$ cat config.mk
export PLATFORM = sky130hd
export DESIGN_NAME = mgmt_phy_link_trainer
export DESIGN_NICKNAME = d
export VERILOG_FILES = /design/src/rtl/mgmt_phy_link_trainer.sv
export SDC_FILE = /design/constraint.sdc
export NUM_CORES = 1
export LEC_CHECK = 0
export CORE_ASPECT_RATIO = 0.5
export CORE_MARGIN = 2
export CORE_UTILIZATION = 54
export CTS_CLUSTER_DIAMETER = 200
export CTS_CLUSTER_SIZE = 8
export DETAILED_ROUTE_END_ITERATION = 10
export PLACE_DENSITY = 0.77
export REMOVE_ABC_BUFFERS = 1
export SLEW_MARGIN = 0
export SYNTH_ARGS = -nofsm -noshare
export SYNTH_HDL_FRONTEND = slang
export SYNTH_SLANG_ARGS = --single-unit
$ cat constraint.sdc
create_clock -name clk -period 3.5 [get_ports clk]
set_input_delay 0.875 -clock clk [delete_from_list [all_inputs] [get_ports clk]]
set_output_delay 0.875 -clock clk [all_outputs]
set_load 0.05 [all_outputs]
$ cat src/rtl/mgmt_phy_link_trainer.sv
// Controller-side LTPI link training FSM: walks INIT..OPERATIONAL, negotiates the link speed,
// falls back one speed step per failed hunt, and gives up with a sticky link_fail after repeated loss.
module mgmt_phy_link_trainer #(
  parameter int                 SPEED_W     = 4,
  parameter logic [SPEED_W-1:0] MAX_SPEED   = 4'd7,
  parameter int                 HUNT_TO_CYC = 60000,
  parameter int                 ADV_TO_CYC  = 60000,
  parameter int                 MAX_RETRY   = 8
) (
  input  logic               clk,
  input  logic               reset,
  input  logic               frame_end,
  input  logic               aligned,
  input  logic               crc_consec_loss,
  input  logic               unexp_frm_err,
  input  logic               frame_crc_err,
  input  logic               detect_locked,
  input  logic               detect_tx_done,
  input  logic               remote_in_speed,
  input  logic               speed_tx_done,
  input  logic               speed_timeout,
  input  logic [SPEED_W-1:0] remote_speed,
  input  logic               advertise_locked,
  input  logic               auto_move_config,
  input  logic               trigger_config,
  input  logic               cfg_timeout,
  input  logic               accept_rcv,
  input  logic               op_frm_lost,
  input  logic               sw_reset,
  input  logic               remote_sw_reset,
  input  logic               retrain_req,
  input  logic               pll_done,
  output logic               pll_reconfig,
  output logic [SPEED_W-1:0] pll_speed_sel,
  output logic [3:0]         link_state,
  output logic [7:0]         retry_cnt,
  output logic               link_fail,
  output logic               link_up
);

  localparam int MAX_TO = (HUNT_TO_CYC > ADV_TO_CYC) ? HUNT_TO_CYC : ADV_TO_CYC;
  localparam int TMR_W  = $clog2(MAX_TO) + 1;
  localparam logic [TMR_W-1:0] HUNT_LAST   = TMR_W'(HUNT_TO_CYC - 1);
  localparam logic [TMR_W-1:0] ADV_LAST    = TMR_W'(ADV_TO_CYC - 1);
  localparam logic [7:0]       RETRY_LIMIT = 8'(MAX_RETRY);

  typedef enum logic [3:0] {
    ST_INIT     = 4'd0,
    ST_HUNT     = 4'd1,
    ST_DETECT   = 4'd2,
    ST_SPEED    = 4'd3,
    ST_SPD_CHG  = 4'd4,
    ST_ADV      = 4'd5,
    ST_ADV_WAIT = 4'd6,
    ST_CONFIG   = 4'd7,
    ST_OPER     = 4'd8,
    ST_OP_RST   = 4'd9,
    ST_LOST     = 4'd10,
    ST_FAIL     = 4'd11
  } state_t;

  state_t             state, state_n;
  logic               reconfig_n, fail_n, at_op_speed, at_op_n, link_up_n;
  logic [SPEED_W-1:0] sel_n, speed_cap, cap_n;
  logic [7:0]         retry_n, retry_inc;
  logic [TMR_W-1:0]   timer, timer_n, tmr_last;
  logic               tmr_run, err;

  assign err        = crc_consec_loss | (unexp_frm_err & ~frame_crc_err);
  assign retry_inc  = (retry_cnt == 8'hFF) ? retry_cnt : retry_cnt + 8'd1;
  assign link_state = state;

  // NOTE: every registered value is updated with <= so all flops see the same pre-edge state.
  always_ff @(posedge clk or posedge reset) begin
    if (reset) begin
      state         <= ST_INIT;
      pll_reconfig  <= 1'b0;
      pll_speed_sel <= '0;
      speed_cap     <= MAX_SPEED;
      retry_cnt     <= 8'd0;
      link_fail     <= 1'b0;
      timer         <= '0;
      at_op_speed   <= 1'b0;
      link_up       <= 1'b0;
    end else begin
      state         <= state_n;
      pll_reconfig  <= reconfig_n;
      pll_speed_sel <= sel_n;
      speed_cap     <= cap_n;
      retry_cnt     <= retry_n;
      link_fail     <= fail_n;
      timer         <= timer_n;
      at_op_speed   <= at_op_n;
      link_up       <= link_up_n;
    end
  end

  // NOTE: all next values get a default first, so no path through the case can infer a latch.
  always_comb begin
    state_n    = state;
    reconfig_n = pll_reconfig;
    sel_n      = pll_speed_sel;
    cap_n      = speed_cap;
    retry_n    = retry_cnt;
    fail_n     = link_fail;
    at_op_n    = at_op_speed;
    tmr_run    = 1'b0;
    tmr_last   = '0;

    case (state)
      ST_INIT: begin
        // pll_done is only honoured once our request is visible, so a stale done is ignored.
        if (pll_reconfig && pll_done) begin
          reconfig_n = 1'b0;
          state_n    = ST_HUNT;
        end else begin
          reconfig_n = 1'b1;
        end
      end
      ST_HUNT: begin
        if (aligned) begin
          state_n = at_op_speed ? ST_ADV : ST_DETECT;
        end else if (at_op_speed) begin
          tmr_run  = 1'b1;
          tmr_last = HUNT_LAST;
          if (timer == HUNT_LAST) begin
            state_n = ST_LOST;
            cap_n   = (speed_cap == '0) ? speed_cap : speed_cap - 1'b1;
          end
        end
      end
      ST_DETECT: begin
        if (err) state_n = ST_LOST;
        else if (((detect_locked && detect_tx_done) || remote_in_speed) && frame_end)
          state_n = ST_SPEED;
      end
      ST_SPEED: begin
        if (err || speed_timeout) begin
          state_n = ST_LOST;
        end else if (speed_tx_done && frame_end) begin
          state_n = ST_SPD_CHG;
          sel_n   = (remote_speed < speed_cap) ? remote_speed : speed_cap;
        end
      end
      ST_SPD_CHG: begin
        if (pll_reconfig && pll_done) begin
          reconfig_n = 1'b0;
          at_op_n    = 1'b1;
          state_n    = ST_HUNT;
        end else begin
          reconfig_n = 1'b1;
        end
      end
      ST_ADV: begin
        tmr_run  = 1'b1;
        tmr_last = ADV_LAST;
        if (err) begin
          state_n = ST_LOST;
        end else if (timer == ADV_LAST) begin
          if (!advertise_locked)      state_n = ST_LOST;
          else if (!auto_move_config) state_n = ST_ADV_WAIT;
          else if (frame_end)         state_n = ST_CONFIG;
        end
      end
      ST_ADV_WAIT: begin
        if (err) state_n = ST_LOST;
        else if (trigger_config && frame_end) state_n = ST_CONFIG;
      end
      ST_CONFIG: begin
        if (err) state_n = ST_LOST;
        else if (cfg_timeout && frame_end) state_n = ST_ADV;
        else if (accept_rcv && frame_end) state_n = ST_OPER;
      end
      ST_OPER: begin
        retry_n = 8'd0;
        if (err) begin
          state_n = ST_LOST;
        end else if (sw_reset || remote_sw_reset) begin
          state_n = ST_OP_RST;
        end else if (retrain_req) begin
          state_n = ST_INIT;
          sel_n   = '0;
          at_op_n = 1'b0;
          cap_n   = MAX_SPEED;
        end else if (op_frm_lost) begin
          state_n = ST_LOST;
        end
      end
      ST_OP_RST: begin
        if (frame_end) state_n = ST_ADV;
      end
      ST_LOST: begin
        retry_n = retry_inc;
        sel_n   = '0;
        at_op_n = 1'b0;
        if (retry_inc == RETRY_LIMIT) begin
          state_n = ST_FAIL;
          fail_n  = 1'b1;
        end else begin
          state_n = ST_INIT;
        end
      end
      ST_FAIL: begin
        reconfig_n = 1'b0;
        if (retrain_req || sw_reset) begin
          fail_n  = 1'b0;
          retry_n = 8'd0;
          cap_n   = MAX_SPEED;
          state_n = ST_INIT;
        end
      end
      default: begin
        state_n    = ST_INIT;
        reconfig_n = 1'b0;
      end
    endcase

    if (state_n != state)                  timer_n = '0;
    else if (tmr_run && timer != tmr_last) timer_n = timer + 1'b1;
    else                                   timer_n = timer;

    link_up_n = (state_n == ST_OPER);
  end

endmodule

m2.png
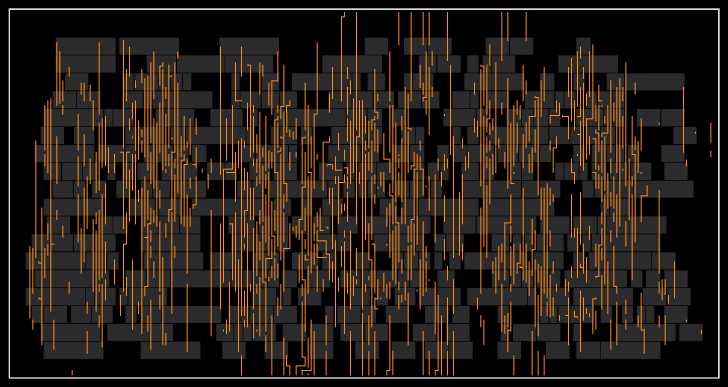
363 nets have wire on it. The layer carries 3400 um of wire. The layer holds 49% of the routed length. The longest straight run is 32.3 um.

m3.png
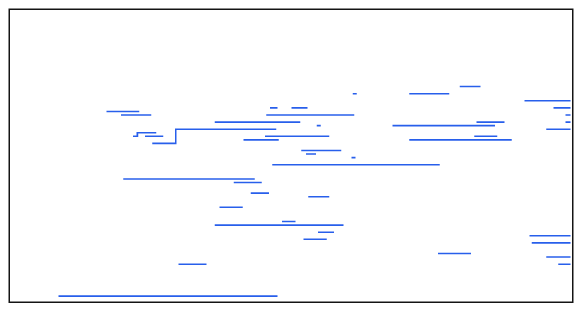
The layer holds 5.3% of the routed length. The layer carries 367 um of wire. The longest straight run is 41.6 um. 36 nets have wire on it.

==> results.txt <==
Physical implementation status

The flow ran to the end, and the final reports show no timing, DRC or antenna violations. The maximum frequency from static timing analysis stands at roughly 0.3 GHz. The internal portion of the total power is ~1.2 mW. The required time reported for the critical path endpoint stands at 3.71 ns. Hold is met by 0.484 ns. The path with the worst hold slack has its endpoint at pll_speed_sel[0]. Detailed placement ended at an HPWL of 5270 um. Per the skew report, the later register of the worst-skew pair sees a clock latency of 0.30 ns. For reference, the critical path cell chain is clkdlybuf4s50_1 -> or3b_1 -> o31a_1 -> or2_2 -> nor4_1 -> and4_1 -> a211oi_4 -> buf_12 -> nor4_2. The startpoint identified for the worst register-to-register timing path is timer[7].

The die is ~56 um tall. The design has 41 sequential cells. The smallest clock period supported by the final layout is computed as 3.26 ns. The largest register by flop count is timer. The count of fill cells added during filler insertion stands at 430.

The critical path is of the in -> reg type. The main area contributors are sky130_fd_sc_hd__dfrtp_1, sky130_fd_sc_hd__nand2_1, sky130_fd_sc_hd__o21ai_0, sky130_fd_sc_hd__a21oi_1, sky130_fd_sc_hd__nand3_1. Summed over all cells, the static leakage comes to 1.42 nW.

The routed wire length on met3 stands at 366 um. The switching part of the total power stands at 0.456. The total count of hold-check failures in the final report stands at 0. By count the netlist is led by sky130_fd_sc_hd__dfrtp_1, sky130_fd_sc_hd__nand2_1, sky130_fd_sc_hd__o21ai_0, sky130_fd_sc_hd__a21oi_1, sky130_fd_sc_hd__nor2_1. The footprint of the multi-input gates stands at 0.00176 mm2. The first-pass iteration count of the detailed router stands at 5.

The inserted tap cell count stands at 70. The share of the synthesized netlist area taken by xor and xnor gates stands at 0.0453. Recorded from the global router log, the overflow total was 0.

The transition time of the tightest slew-check pin stands at 0.881 ns. The core region is 0.00504 mm2. The sequential power stands at roughly 0.68 mW.

The met2 usage in global routing stands at 0.425. In this run the post-CTS setup repair buffer count came out at 0. The CTS sink count stands at 41. The cell-mix breakdown from Yosys lists the compound-gate area share as 0.192. The share of synthesized area in the top cell type comes to 0.328. The power report attributes to the clock group a share of 0.181. The largest buffer count on any clock path stands at 2. The count of synthesis-stage warnings from yosys stands at 0. After routing the design area is between 0.003 and 0.004 mm2.

The tool flagged a number of max-cap violations equal to 0. The met3 track utilization from global routing stands at 0.0457. Looking at the clock tree report, the H-tree level count equals 2.

Summed over all combinational cells, the power is 1.15 mW. Excluding fillers, the count of instances in the completed layout stands at about 450. After layout, the inverter instance count without clock inverters stands at 8. The horizontal die dimension reported for this design is 108 um. The final weighted congestion recorded by global placement is 0.903. The layout has 6 clock buffers.

The number of buffers added to fix hold violations after cts stands at 0. The via count normalized by instance count stands at about 6.1. The worst vdd rail ir drop stands at 433 uV. The count of buffers from port buffering stands at approximately 44. In the final layout, excluding clock buffers the buffer count is 54.

Max-slew check failures listed in the final report amount to 0. The total power stands at 2.23 mW. In this run the core area contains 18 standard-cell rows. The post-synth count of flops with an enable pin is 0. The launch point of the worst min-delay path is recorded as pll_speed_sel[0].
route_heat.png
The die is cut into 22 by 11 equal tiles; dark blue is low, red is high, scaled to the fullest tile. Values are wire area over tile area, all layers added.
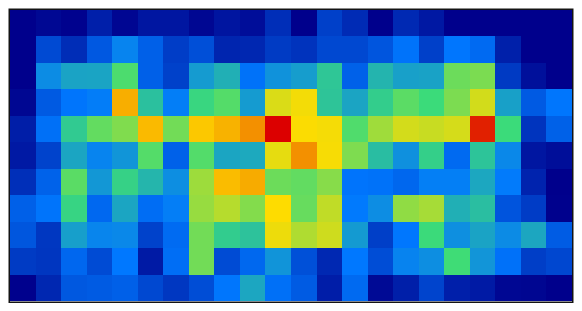
9.9% of the tiles are nearly empty. The mean over all tiles is 0.18. The fullest tile reaches 0.61.
wire per inst: 15.5 um
routed wire length: 6960 um
overall global routing resource usage: 0.249
Via Count: 2761

m1.png
Scale bar: 20 um. Supply wires on this layer in grey.
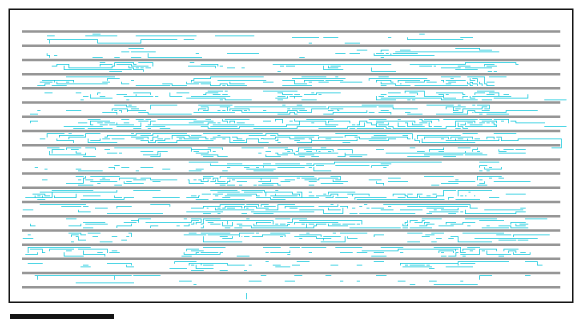
The longest straight run is 22.5 um. The layer carries 3120 um of wire.
global-route met1 utilization: 0.333

Power and IR drop assume default switching activity.
